`src/rtl/ring4_wave_sched.sv`:
```
// Round-robin scheduler driving DATA/NULL wavefronts onto one four-rail NCL channel,
// paced by the synchronized downstream completion signal.
module ring4_wave_sched #(
  parameter int unsigned NREQ        = 4,
  parameter int unsigned SYNC_STAGES = 2,
  parameter int unsigned TIMEOUT     = 255,
  parameter int unsigned CNT_W       = 16
) (
  input  logic                  clk,
  input  logic                  init,
  input  logic [NREQ-1:0]       req,
  input  logic [2*NREQ-1:0]     req_val,
  input  logic                  halt,
  output logic [NREQ-1:0]       grant,
  output logic [3:0]            rails,
  input  logic                  comp,
  output logic                  done,
  output logic                  err,
  output logic [CNT_W-1:0]      wave_cnt
);

  localparam int unsigned PTR_W = (NREQ > 2) ? $clog2(NREQ) : 1;
  localparam int unsigned SUM_W = PTR_W + 1;
  localparam int unsigned TMR_W = 16;

  typedef enum logic [1:0] {
    ST_IDLE = 2'd0,
    ST_DATA = 2'd1,
    ST_NULL = 2'd2,
    ST_ERR  = 2'd3
  } state_e;

  state_e                 state_q, state_d;
  logic [SYNC_STAGES-1:0] sync_q, sync_d;
  logic [PTR_W-1:0]       ptr_q, ptr_d;
  logic [TMR_W-1:0]       timer_q, timer_d;
  logic [NREQ-1:0]        grant_q, grant_d;
  logic [3:0]             rails_q, rails_d;
  logic                   done_q, done_d;
  logic                   err_q, err_d;
  logic [CNT_W-1:0]       cnt_q, cnt_d;

  logic                   comp_s;
  logic                   win_vld;
  logic [PTR_W-1:0]       win_idx;
  logic [1:0]             sel_val;
  logic                   start_c;
  logic                   tmo_c;

  // Completion synchronizer: shift comp through SYNC_STAGES flops.
  always_comb begin
    sync_d = {sync_q[SYNC_STAGES-2:0], comp};
  end

  assign comp_s  = sync_q[SYNC_STAGES-1];
  assign tmo_c   = (timer_q == TMR_W'(TIMEOUT - 1));
  assign start_c = (state_q == ST_IDLE) && !halt && !comp_s && win_vld;

  // Round-robin winner: first asserted req at or after the pointer, wrapping.
  always_comb begin
    logic [SUM_W-1:0] sum;
    logic [PTR_W-1:0] idx;
    win_vld = 1'b0;
    win_idx = '0;
    sum     = '0;
    idx     = '0;
    for (int unsigned i = 0; i < NREQ; i++) begin
      sum = {1'b0, ptr_q} + SUM_W'(i);
      if (sum >= SUM_W'(NREQ)) sum = sum - SUM_W'(NREQ);
      idx = sum[PTR_W-1:0];
      if (!win_vld && req[idx]) begin
        win_vld = 1'b1;
        win_idx = idx;
      end
    end
  end

  // Winner's 2-bit value, sampled only when the grant is taken.
  always_comb begin
    sel_val = '0;
    for (int unsigned i = 0; i < NREQ; i++) begin
      if (win_idx == PTR_W'(i)) sel_val = req_val[2*i +: 2];
    end
  end

  // Next-state and phase timer; a phase exit takes priority over a timeout.
  always_comb begin
    state_d = state_q;
    timer_d = timer_q;
    unique case (state_q)
      ST_IDLE: begin
        if (start_c) begin
          state_d = ST_DATA;
          timer_d = '0;
        end
      end
      ST_DATA: begin
        if (comp_s) begin
          state_d = ST_NULL;
          timer_d = '0;
        end else if (tmo_c) begin
          state_d = ST_ERR;
        end else begin
          timer_d = timer_q + TMR_W'(1);
        end
      end
      ST_NULL: begin
        if (!comp_s) begin
          state_d = ST_IDLE;
        end else if (tmo_c) begin
          state_d = ST_ERR;
        end else begin
          timer_d = timer_q + TMR_W'(1);
        end
      end
      ST_ERR: begin
        state_d = ST_ERR;
      end
      default: begin
        state_d = ST_ERR;
      end
    endcase
  end

  // Registered output values for the next cycle.
  always_comb begin
    grant_d = '0;
    rails_d = rails_q;
    done_d  = 1'b0;
    err_d   = err_q;
    cnt_d   = cnt_q;
    ptr_d   = ptr_q;
    unique case (state_q)
      ST_IDLE: begin
        rails_d = '0;
        if (start_c) begin
          grant_d = NREQ'(1) << win_idx;
          rails_d = 4'b0001 << sel_val;
          ptr_d   = (win_idx == PTR_W'(NREQ - 1)) ? '0 : win_idx + PTR_W'(1);
        end
      end
      ST_DATA: begin
        if (comp_s) begin
          rails_d = '0;
        end else if (tmo_c) begin
          rails_d = '0;
          err_d   = 1'b1;
        end
      end
      ST_NULL: begin
        rails_d = '0;
        if (!comp_s) begin
          done_d = 1'b1;
          cnt_d  = cnt_q + CNT_W'(1);
        end else if (tmo_c) begin
          err_d = 1'b1;
        end
      end
      ST_ERR: begin
        rails_d = '0;
        err_d   = 1'b1;
      end
      default: begin
        rails_d = '0;
        err_d   = 1'b1;
      end
    endcase
  end

  // State and output registers; init clears everything, including rails, without a clock.
  always_ff @(posedge clk or posedge init) begin
    if (init) begin
      state_q <= ST_IDLE;
      sync_q  <= '0;
      ptr_q   <= '0;
      timer_q <= '0;
      grant_q <= '0;
      rails_q <= '0;
      done_q  <= 1'b0;
      err_q   <= 1'b0;
      cnt_q   <= '0;
    end else begin
      state_q <= state_d;
      sync_q  <= sync_d;
      ptr_q   <= ptr_d;
      timer_q <= timer_d;
      grant_q <= grant_d;
      rails_q <= rails_d;
      done_q  <= done_d;
      err_q   <= err_d;
      cnt_q   <= cnt_d;
    end
  end

  assign grant    = grant_q;
  assign rails    = rails_q;
  assign done     = done_q;
  assign err      = err_q;
  assign wave_cnt = cnt_q;

endmodule

```
`config.mk`:
```
export PLATFORM = sky130hd
export DESIGN_NAME = ring4_wave_sched
export DESIGN_NICKNAME = d
export VERILOG_FILES = /design/src/rtl/ring4_wave_sched.sv
export SDC_FILE = /design/constraint.sdc
export NUM_CORES = 1
export LEC_CHECK = 0
export CAP_MARGIN = 25
export CORE_ASPECT_RATIO = 1.75
export CORE_MARGIN = 2
export CORE_UTILIZATION = 53
export CTS_CLUSTER_DIAMETER = 30
export DETAILED_ROUTE_END_ITERATION = 7
export PLACE_DENSITY_LB_ADDON = 0.15
export REMOVE_ABC_BUFFERS = 1
export SYNTH_ARGS = -nofsm -noshare
export SYNTH_HDL_FRONTEND = slang
export SYNTH_SLANG_ARGS = --single-unit
```
`constraint.sdc`:
```
create_clock -name clk -period 3.1 [get_ports clk]
set_input_delay 0.465 -clock clk [delete_from_list [all_inputs] [get_ports clk]]
set_output_delay 0.465 -clock clk [all_outputs]
set_load 0.02 [all_outputs]
```
### Close-up of the layout

Bar = 10 um. Region (13, 33) to (43, 63) um. Cells in gray, sequential cells in the stronger gray; small squares are vias.
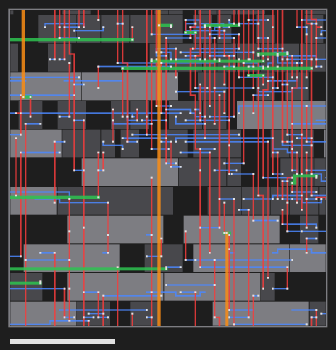
- green: metal 3
- orange: metal 4
- blue: metal 1
- red: metal 2
- most frequent: dfrtp_1 (13), o21ai_0 (6), nand3_1 (5)
- cells with their middle in the window: 62
- netlist names of flops here include: timer_q (5), wave_cnt (4), grant (3)
- sequential cells in the window: 13

### Wires at chosen ports, followed through buffers

Bar = 20 um.
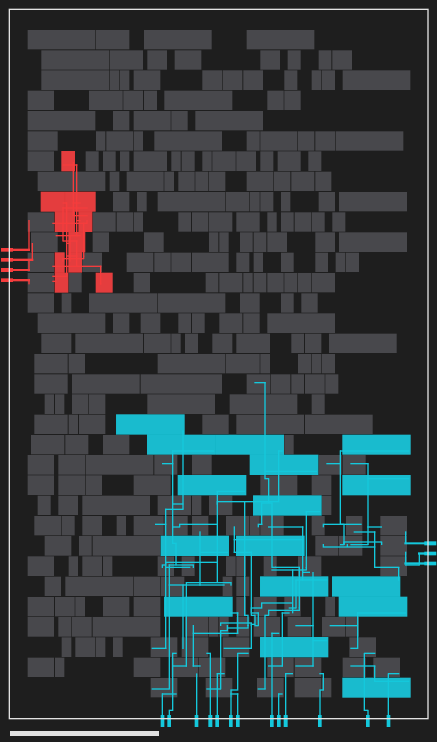
- red: req (bits 4; direction input; edge left; end cells 10; buffers 4; wire 93.9 um)
- cyan: wave_cnt (bits 16; direction output; edge 13 bottom, 3 right; end cells 16; buffers 16; wire 617 um)

==> impl_metrics.toml <==
# physical design summary
[run_status]
status = "finished, final reports clean"

[clock_network]
clock_insertion_delay_worst_skew_ns = 0.30
clock_tree.root_cell = "sky130_fd_sc_hd__clkbuf_8"
cts_tree = "done"
htreeDepth = 2
cts_setup_buffers = 0
cts.reportedPaths.clkPinSlew_ns = 0.09
ctsLongestPathBuffers = 2
cts.sink_count = 48
cts_hold_buffers = 0

[drt]
route.layer.met1.wl_mm = 2.010
drt_iter0_drcs = 53
highest-signal-layer = "met4"
routedWlPerCell_um = 15.36
dr_total_vias = 2152
routed_wirelength_mm = 5.516
route.met2.wl_mm = 3.114
met3_length_um = 274
number_of_nets_with_antenna_violations_after_routing = 0
route.detailed.drc = 0

[final_layout]
flop-count = 48
dominant-cell-class = "logic gates"
drive_gt1_frac = 0.07492
fin_nets = 333
comb_area_frac = 0.3933
n_fill_cell = 380
register_area_um2 = 1201
layout.area.comb_um2 = 1236
final_util = 0.6797
clkbuf_count = 6
layout.cell_area.non_filler_um2 = 3143
top_layout_cells = "sky130_fd_sc_hd__dfrtp_1 (48), sky130_fd_sc_hd__clkdlybuf4s50_1 (41), sky130_fd_sc_hd__nand2_1 (25)"
nNonClkBuffers = 50
num-nonclk-inverters = 11
stdcell_count = 359
antenna-diode-count = 0
layout.comb_gates.multi_input = 190
final-clk-cell-share = 0.03861
areaGrowthSynthToFinish_pct = 25.04

[power_and_ir_drop]
vdd_ir_drop_max_mv = 0.4795
total_power_per_unit_cell_area_nw_per_um2 = 671.1
sequentialPowerShare = 0.377
clock_group_power_w = 0.000479
power_frac_clock = 0.227
power_switching_w = 0.0007816
leakage_nw = 1.333
combinationalPower_w = 0.000836
power_sequential_w = 0.000795
sw_frac_of_total = 0.3706
total_power_w = 0.002109
power_frac_comb = 0.396

[placed_design]
dp.final_hpwl_mm = 4.187
dp_cells = 351
io_buffer_count = 41

[global_routing]
gr-max-usage-layer = "met2"
grt_use_met3 = 0.04478
global_route.usage.met2 = 0.4382
grt_pass1_wl_mm = 9.411
global_route.usage.total = 0.2233
gr-usage-met1 = 0.2256
antenna_violations_before_repair = 0
grt_max_degree = 23
globalRoute.totalOverflow = 0

[logic_synthesis]
synth.cellmix.simpleShare = 0.2041
yosys_most_used_dff = "sky130_fd_sc_hd__dfrtp_1"
most_common_cell = "sky130_fd_sc_hd__dfrtp_1"
ys_cells = 258
ys_chip_area_um2 = 2514
xor_area_frac = 0.05226
adder_share = 0.05475
ys_seq_share = 0.4778
yosys_warnings = 0
logic_family = "simple AND/OR/NAND/NOR gates"
synth.mux.area_fraction = 0.02588
number_of_instances_in_the_synthesized_netlist = 258
synth.cellmix.compoundShare = 0.1543
post-synth-top-area-cell = "sky130_fd_sc_hd__dfrtp_1"
netlist_area_um2 = 2514
synth-edff-count = 0
ys_types = 42
synth-async-reset-ratio = 1.000
synth.cells.most_frequent = "sky130_fd_sc_hd__dfrtp_1 (48), sky130_fd_sc_hd__nand2_1 (25), sky130_fd_sc_hd__o21ai_0 (16)"

[worst_setup_path]
critical_path.max_fanout = 5
rrSetupSlack_ns = 0.52
reg2reg_depth = 9
category_of_the_worst_setup_path_capture_point = "flop"
critical_path.max_stage_delay_ns = 0.48
start_kind = "input pin"
r2r-end = "rails[1]"
critPathMostFrequentCell = "sky130_fd_sc_hd__o21ai_0"
regToRegStartpoint = "ptr_q[1]"
cp_data_required_time_ns = 3.31
critical_path.slowest_cell = "sky130_fd_sc_hd__clkdlybuf4s50_1"
worstSetupStartpoint = "req[0]"
endpoint = "rails[1]"

[floorplan]
floorplanUtilization = 0.5436
well_taps = 52
fp.dieW_um = 56.06
total_i_o_pin_count = 42
core_um2 = 4624
core.rowCount = 33
die_height_um = 95.11

[sta]
worst_clock_skew_ns = 0.005602
timing.max_slew.rel_slack = 0.5128
hold-worst-slack_ns = 0.3631
final.setup.worst_slack_ns = 0.3897
hold_violations = 0
rsz0062_at_grt = "false"
layout_min_cycle_time_ns = 2.710
fin_setup_tns_ns = 0
final-setup-viol-count = 0
drv_slew = 0
period_used_share = 0.8743
clock.fmax_mhz = 369.0

[run]
tool_warnings = 32
cap_viol_max_count = 0

[min_path]
holdPathEnd = "sync_q[1]"
worstHoldStart = "sync_q[0]"
worst_hold_path_type = "flop to flop"
-- critical path, delay by kind of cell --
| kind | cells | cell delay [ns] |
|---|---|---|
| simple gates | 1 | 0.17 |
| compound gates | 5 | 1.21 |
| buf+inv | 2 | 0.61 |
| fa+ha+maj | 1 | 0.17 |
| mux | 1 | 0.30 |
-- what timing repair did --
| action | 4_1_cts | 5_1_grt |
|---|---|---|
| resized | 0 | 1 |
| hold endpoints to repair | 0 | 0 |
| endpoints found under the setup margin | 0 | 1 |
-- flip-flops by register name (all words and copies together), names as in the netlist --
register and flops:
rails 4, grant 4, ptr_q 2, wave_cnt 16, done 1, sync_q 2
err 1, state_q 2, timer_q 16
